File: src/rtl/cla_pkg.sv
// Shared constants and width legality check for the carry-lookahead adder.
package cla_pkg;

    localparam int GROUP_W = 4;
    localparam int MAX_W   = 64;

    function automatic bit width_ok(input int w);
        return (w >= GROUP_W) && (w <= MAX_W) && ((w % GROUP_W) == 0);
    endfunction

endpackage

File: src/rtl/cla4_block.sv
// One 4-bit lookahead group: fully expanded internal carries, sum bits, and group G/P.
module cla4_block
    import cla_pkg::*;
(
    input  logic [GROUP_W-1:0] p,
    input  logic [GROUP_W-1:0] g,
    input  logic               ci,
    output logic [GROUP_W-1:0] s,
    output logic               gg,
    output logic               pg
);

    logic c1;
    logic c2;
    logic c3;

    // Every carry is a flat sum of products of p/g/ci, never chained through c1/c2.
    assign c1 = g[0] | (p[0] & ci);
    assign c2 = g[1] | (p[1] & g[0]) | (p[1] & p[0] & ci);
    assign c3 = g[2] | (p[2] & g[1]) | (p[2] & p[1] & g[0]) | (p[2] & p[1] & p[0] & ci);

    assign s  = p ^ {c3, c2, c1, ci};

    assign gg = g[3] | (p[3] & g[2]) | (p[3] & p[2] & g[1]) | (p[3] & p[2] & p[1] & g[0]);
    assign pg = &p;

endmodule

File: src/rtl/carry_lookahead_adder.sv
// Registered two-level carry-lookahead adder, one result per cycle.
// Optional signed overflow output ovf is enabled with macro CLA_OVERFLOW_EN.
module carry_lookahead_adder
    import cla_pkg::*;
#(
    parameter int WIDTH = 4
) (
    input  logic             clk,
    input  logic             rst,
    input  logic             in_valid,
    input  logic [WIDTH-1:0] a,
    input  logic [WIDTH-1:0] b,
    input  logic             cin,
    output logic [WIDTH-1:0] sum,
    output logic             cout,
    output logic             out_valid
`ifdef CLA_OVERFLOW_EN
   ,output logic             ovf
`endif
);

    localparam int NGRP = WIDTH / GROUP_W;

    generate
        if (!width_ok(WIDTH)) begin : g_bad_width
            $error("carry_lookahead_adder: WIDTH must be a multiple of 4 in 4..64");
        end
    endgenerate

    logic [WIDTH-1:0] p;
    logic [WIDTH-1:0] g;
    logic [WIDTH-1:0] sum_raw;
    logic [NGRP-1:0]  grp_g;
    logic [NGRP-1:0]  grp_p;
    logic [NGRP:0]    grp_c;
    logic             acc;
    logic             term_p;

    assign p = a ^ b;
    assign g = a & b;

    for (genvar j = 0; j < NGRP; j++) begin : g_grp
        cla4_block u_blk (
            .p  (p[j*GROUP_W +: GROUP_W]),
            .g  (g[j*GROUP_W +: GROUP_W]),
            .ci (grp_c[j]),
            .s  (sum_raw[j*GROUP_W +: GROUP_W]),
            .gg (grp_g[j]),
            .pg (grp_p[j])
        );
    end

    // Second lookahead level: each group carry is expanded over all lower groups and cin.
    always_comb begin
        grp_c    = '0;
        acc      = 1'b0;
        term_p   = 1'b1;
        grp_c[0] = cin;
        for (int j = 0; j < NGRP; j++) begin
            acc    = 1'b0;
            term_p = 1'b1;
            for (int k = j; k >= 0; k--) begin
                acc    = acc | (term_p & grp_g[k]);
                term_p = term_p & grp_p[k];
            end
            grp_c[j+1] = acc | (term_p & cin);
        end
    end

    logic [WIDTH-1:0] sum_d, sum_q;
    logic             cout_d, cout_q;
    logic             vld_d, vld_q;

    always_comb begin
        sum_d  = sum_q;
        cout_d = cout_q;
        vld_d  = in_valid;
        if (in_valid) begin
            sum_d  = sum_raw;
            cout_d = grp_c[NGRP];
        end
    end

    always_ff @(posedge clk or posedge rst) begin
        if (rst) begin
            sum_q  <= '0;
            cout_q <= 1'b0;
            vld_q  <= 1'b0;
        end else begin
            sum_q  <= sum_d;
            cout_q <= cout_d;
            vld_q  <= vld_d;
        end
    end

    assign sum       = sum_q;
    assign cout      = cout_q;
    assign out_valid = vld_q;

`ifdef CLA_OVERFLOW_EN
    logic ovf_d, ovf_q;

    // Carry into the MSB is recovered from the MSB sum bit, since s = p ^ c.
    always_comb begin
        ovf_d = ovf_q;
        if (in_valid) begin
            ovf_d = grp_c[NGRP] ^ (p[WIDTH-1] ^ sum_raw[WIDTH-1]);
        end
    end

    always_ff @(posedge clk or posedge rst) begin
        if (rst) begin
            ovf_q <= 1'b0;
        end else begin
            ovf_q <= ovf_d;
        end
    end

    assign ovf = ovf_q;
`endif

endmodule

File: config.mk
export PLATFORM = sky130hd
export DESIGN_NAME = carry_lookahead_adder
export DESIGN_NICKNAME = d
export VERILOG_FILES = /design/src/rtl/cla_pkg.sv /design/src/rtl/cla4_block.sv /design/src/rtl/carry_lookahead_adder.sv
export SDC_FILE = /design/constraint.sdc
export NUM_CORES = 1
export LEC_CHECK = 0
export CAP_MARGIN = 20
export CORE_AREA = 2 2 39 41
export CTS_CLUSTER_SIZE = 24
export DETAILED_ROUTE_END_ITERATION = 16
export DIE_AREA = 0 0 41 43
export REMOVE_ABC_BUFFERS = 1
export SYNTH_ARGS = -nofsm -noshare
export SYNTH_HDL_FRONTEND = slang
export SYNTH_SLANG_ARGS = --single-unit
File: constraint.sdc
create_clock -name clk -period 1.9 [get_ports clk]
set_input_delay 0.19 -clock clk [delete_from_list [all_inputs] [get_ports clk]]
set_output_delay 0.19 -clock clk [all_outputs]
set_load 0.02 [all_outputs]
Fig. 1: placement by cell class
Fill, decap, tap and diode cells in grey.
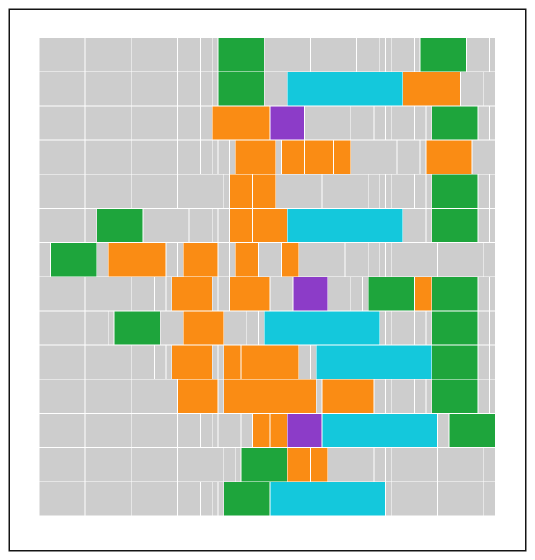
legend:
  purple:
    class: clock drivers
    cells: 3
    share_of_their_area: 4.0%
  cyan:
    class: sequential cells
    cells: 6
    share_of_their_area: 27%
  green:
    class: remaining buffers and delay cells
    cells: 17
    share_of_their_area: 30%
  orange:
    class: combinational and other logic
    cells: 29
    share_of_their_area: 39%
CORE AREA: 0.001384 mm^2
fin util: 42.22%
FP Rows: 14
sequential share of cell area: 25.70%

Fig. 2: routed metal, one colour a layer
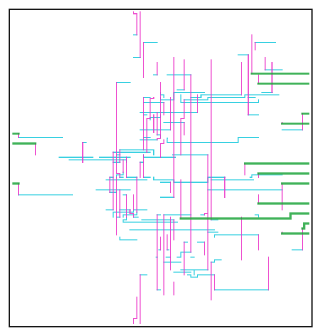
legend:
  magenta:
    layer: metal 2
    wire_length: 335 um
  green:
    layer: metal 3
    wire_length: 72.1 um
  cyan:
    layer: metal 1
    wire_length: 289 um
WL/cell: 9.803 um
Routed WL: 696 um
total number of vias: 325
GRT Overall Usage: 9.586%

==> impl_metrics.csv <==
group,metric,value,unit
yosys,synth.yosys.seq_area_share,39.87,%
yosys,topCellsByArea,"dfrtp_1, ha_1, a211o_1",
sta,setup_viol,0,
setup_path,reg2reg_to,"sum[3]",
route,postRouteAntennaNets,0,
sta,fin_setup_tns,0,ns
layout,area_growth,55.15,%
cts,cts_setup_buffers,0,
flow_run,drv_cap,0,
cts,clockBufferDepth,2,
sta,setup_ws,0.4293,ns
yosys,avgSynthCellArea,10.46,um^2
pwr,pwr_density_cell,726.2,mW/mm^2
yosys,synth_area_leader_cell,"dfrtp_1",
route,drtIter0Drc,1,
route,vias_per_cell,4.577,
floorplanning,die_h,43,um
floorplanning,die_w,41,um
floorplanning,die-area,0.001763,mm^2
pwr,power_frac_comb,36.4,%
setup_path,reg2reg_slack,1.14,ns
grt,grt_first_pass_wirelength,1.166,mm
layout,drive_above_1_share,9.091,%
yosys,ys_chip_area,376.6,um^2
sta,max_freq,0.6800,GHz
yosys,netlist_area,376.6,um^2
sta,grt_setup_unrepaired,"false",
yosys,syn_inst,36,
pwr,power.leakage,0.2712,nW
worst_hold_path,hp-class,"input port to asynchronous set/reset pin",
cts,cts_buffers,3,
pwr,sequentialPowerShare,37.1,%
sta,fin_skew,0,ns
cts,cts_root_buffer,"clkbuf_4",
yosys,yosys_warnings,0,
pwr,switching_share,28.23,%
setup_path,r2r_start,"sum[3]",
sta,fin_crit_sh,77.40,%
sta,final_max_slew_viol_count,0,
grt,grt_max_degree,9,
pwr,p_switching,0.0001198,W
route,drc,0,
setup_path,path_class,"input port to flip-flop",
cts,clkTransAtPathRegs,0.04,ns
setup_path,r2r_cells,2,
flow_run,warning_count,25,
place,io_buffers,17,
outcome,status,"complete, no violations",
yosys,synth_flops,6,
setup_path,cp.arrival,1.60,ns
layout,mostFrequentLayoutCells,"clkdlybuf4s50_1, dfrtp_1, inv_1",
place,pre_cts_ws,0.1855,ns
setup_path,cp.required,2.02,ns
route,dr.pass1.iters,2,
cts,cts.sinks,6,
setup_path,path_max_fanout,2,
floorplanning,ios,18,
cts,cts-hold-fix-buffers,0,
floorplanning,floorplan.core_util,27.22,%
yosys,synth_cell_types,19,
place,place_congestion,0.7058,
grt,antenna_found_initial,0,
yosys,yosys_cells,36,
sta,hold_viol_final,0,
sta,slew_headroom,79.83,%
sta,worstMarginPinSlew,0.3015,ns
-- metrics by stage --
step / area [um^2] / total power, W / util (%) / instances
floorplan: 371.6 / 0.0002393 / - / 35
global placement: 561.8 / 0.0003143 / 40.60 / 68
detailed placement: 561.8 / 0.0003154 / 40.60 / 68
CTS: 584.3 / 0.0004335 / 42.22 / 71
global route: 584.3 / 0.0004560 / 42.22 / 71
finish: 584.3 / 0.0004244 / 42.22 / 71
-- synthesized netlist by cell type --
cell type	instances
mux2_2	1
inv_1	5
nor2_1	1
dfrtp_1	6
xnor2_1	1
a22oi_1	1
nand2_1	1
buf_2	1
o21a_1	1
a211o_1	3
a22o_1	1
mux2i_1	1
a21oi_1	3
nor2b_1	1
a21o_2	1
ha_1	4
o21ai_0	1
fa_1	1
nand3_1	2
-- worst max-delay path by stage --
stage                     endpoint  slack [ns]  from  cells past startpoint
after floorplan             sum[2]        0.66  a[0]                      4
after global placement      sum[2]        0.19  a[0]                      5
after detailed placement    sum[2]        0.19  a[0]                      5
after CTS                   sum[2]        0.44  a[0]                      5
after global routing        sum[2]        0.37  a[0]                      5
final                       sum[2]        0.43  a[0]                      5
-- critical path: stages --
cell and delay (ns):
clkdlybuf4s50_1 0.42, ha_1 0.32, a21o_2 0.21, a211o_1 0.28
a22o_1 0.17
-- flip-flops by register name, indices dropped and copies added, names as in the netlist --
register	cells
out_valid	1
sum	4
cout	1
-- per-layer routing --
layer | track usage [%] | up-vias | share of wire [%]
met3 | 1.571 | 0 | 10
met1 | 10.78 | 146 | 42
met2 | 15.63 | 14 | 48
li1 | - | 165 | -
met5 | 0 | - | 0
met4 | 6.000 | 0 | 0
-- final cells by class --
| type | count | area, um^2 |
|---|---|---|
| clock buffers | 3 | 22.52 |
| fillers | 157 | 799.5 |
| inverters | 5 | 18.77 |
| multi-input cells | 24 | 202.7 |
| flip-flops and latches | 6 | 150.1 |
| well taps | 16 | 20.02 |
| repair buffers | 17 | 170.2 |
-- power by group through the flow --
stage / registers, W / clock network [W] / logic, W
finish: 0.000158 / 0.000112 / 0.000155
CTS: 0.000158 / 0.000119 / 0.000156
detailed placement: 0.000160 / 0 / 0.000156
global route: 0.000160 / 0.000125 / 0.000171
global placement: 0.000159 / 0 / 0.000155
floorplan: 0.000184 / 0 / 0.0000551
-- cell families (layout without fill, tap and decap cells) --
logic type,Yosys count,after routing,share of synthesized area [%]
muxes,2,2,5.648
xor gates and xnor gates,1,1,2.326
adders and majority gates,5,5,18.61
DFF,6,6,39.87
and+or+nand+nor,5,5,6.312
AOI/OAI and AO/OA,11,11,20.93
buffers and inverters,6,25,6.312
Power figures rest on the tool's default switching activity, not on a simulated workload.
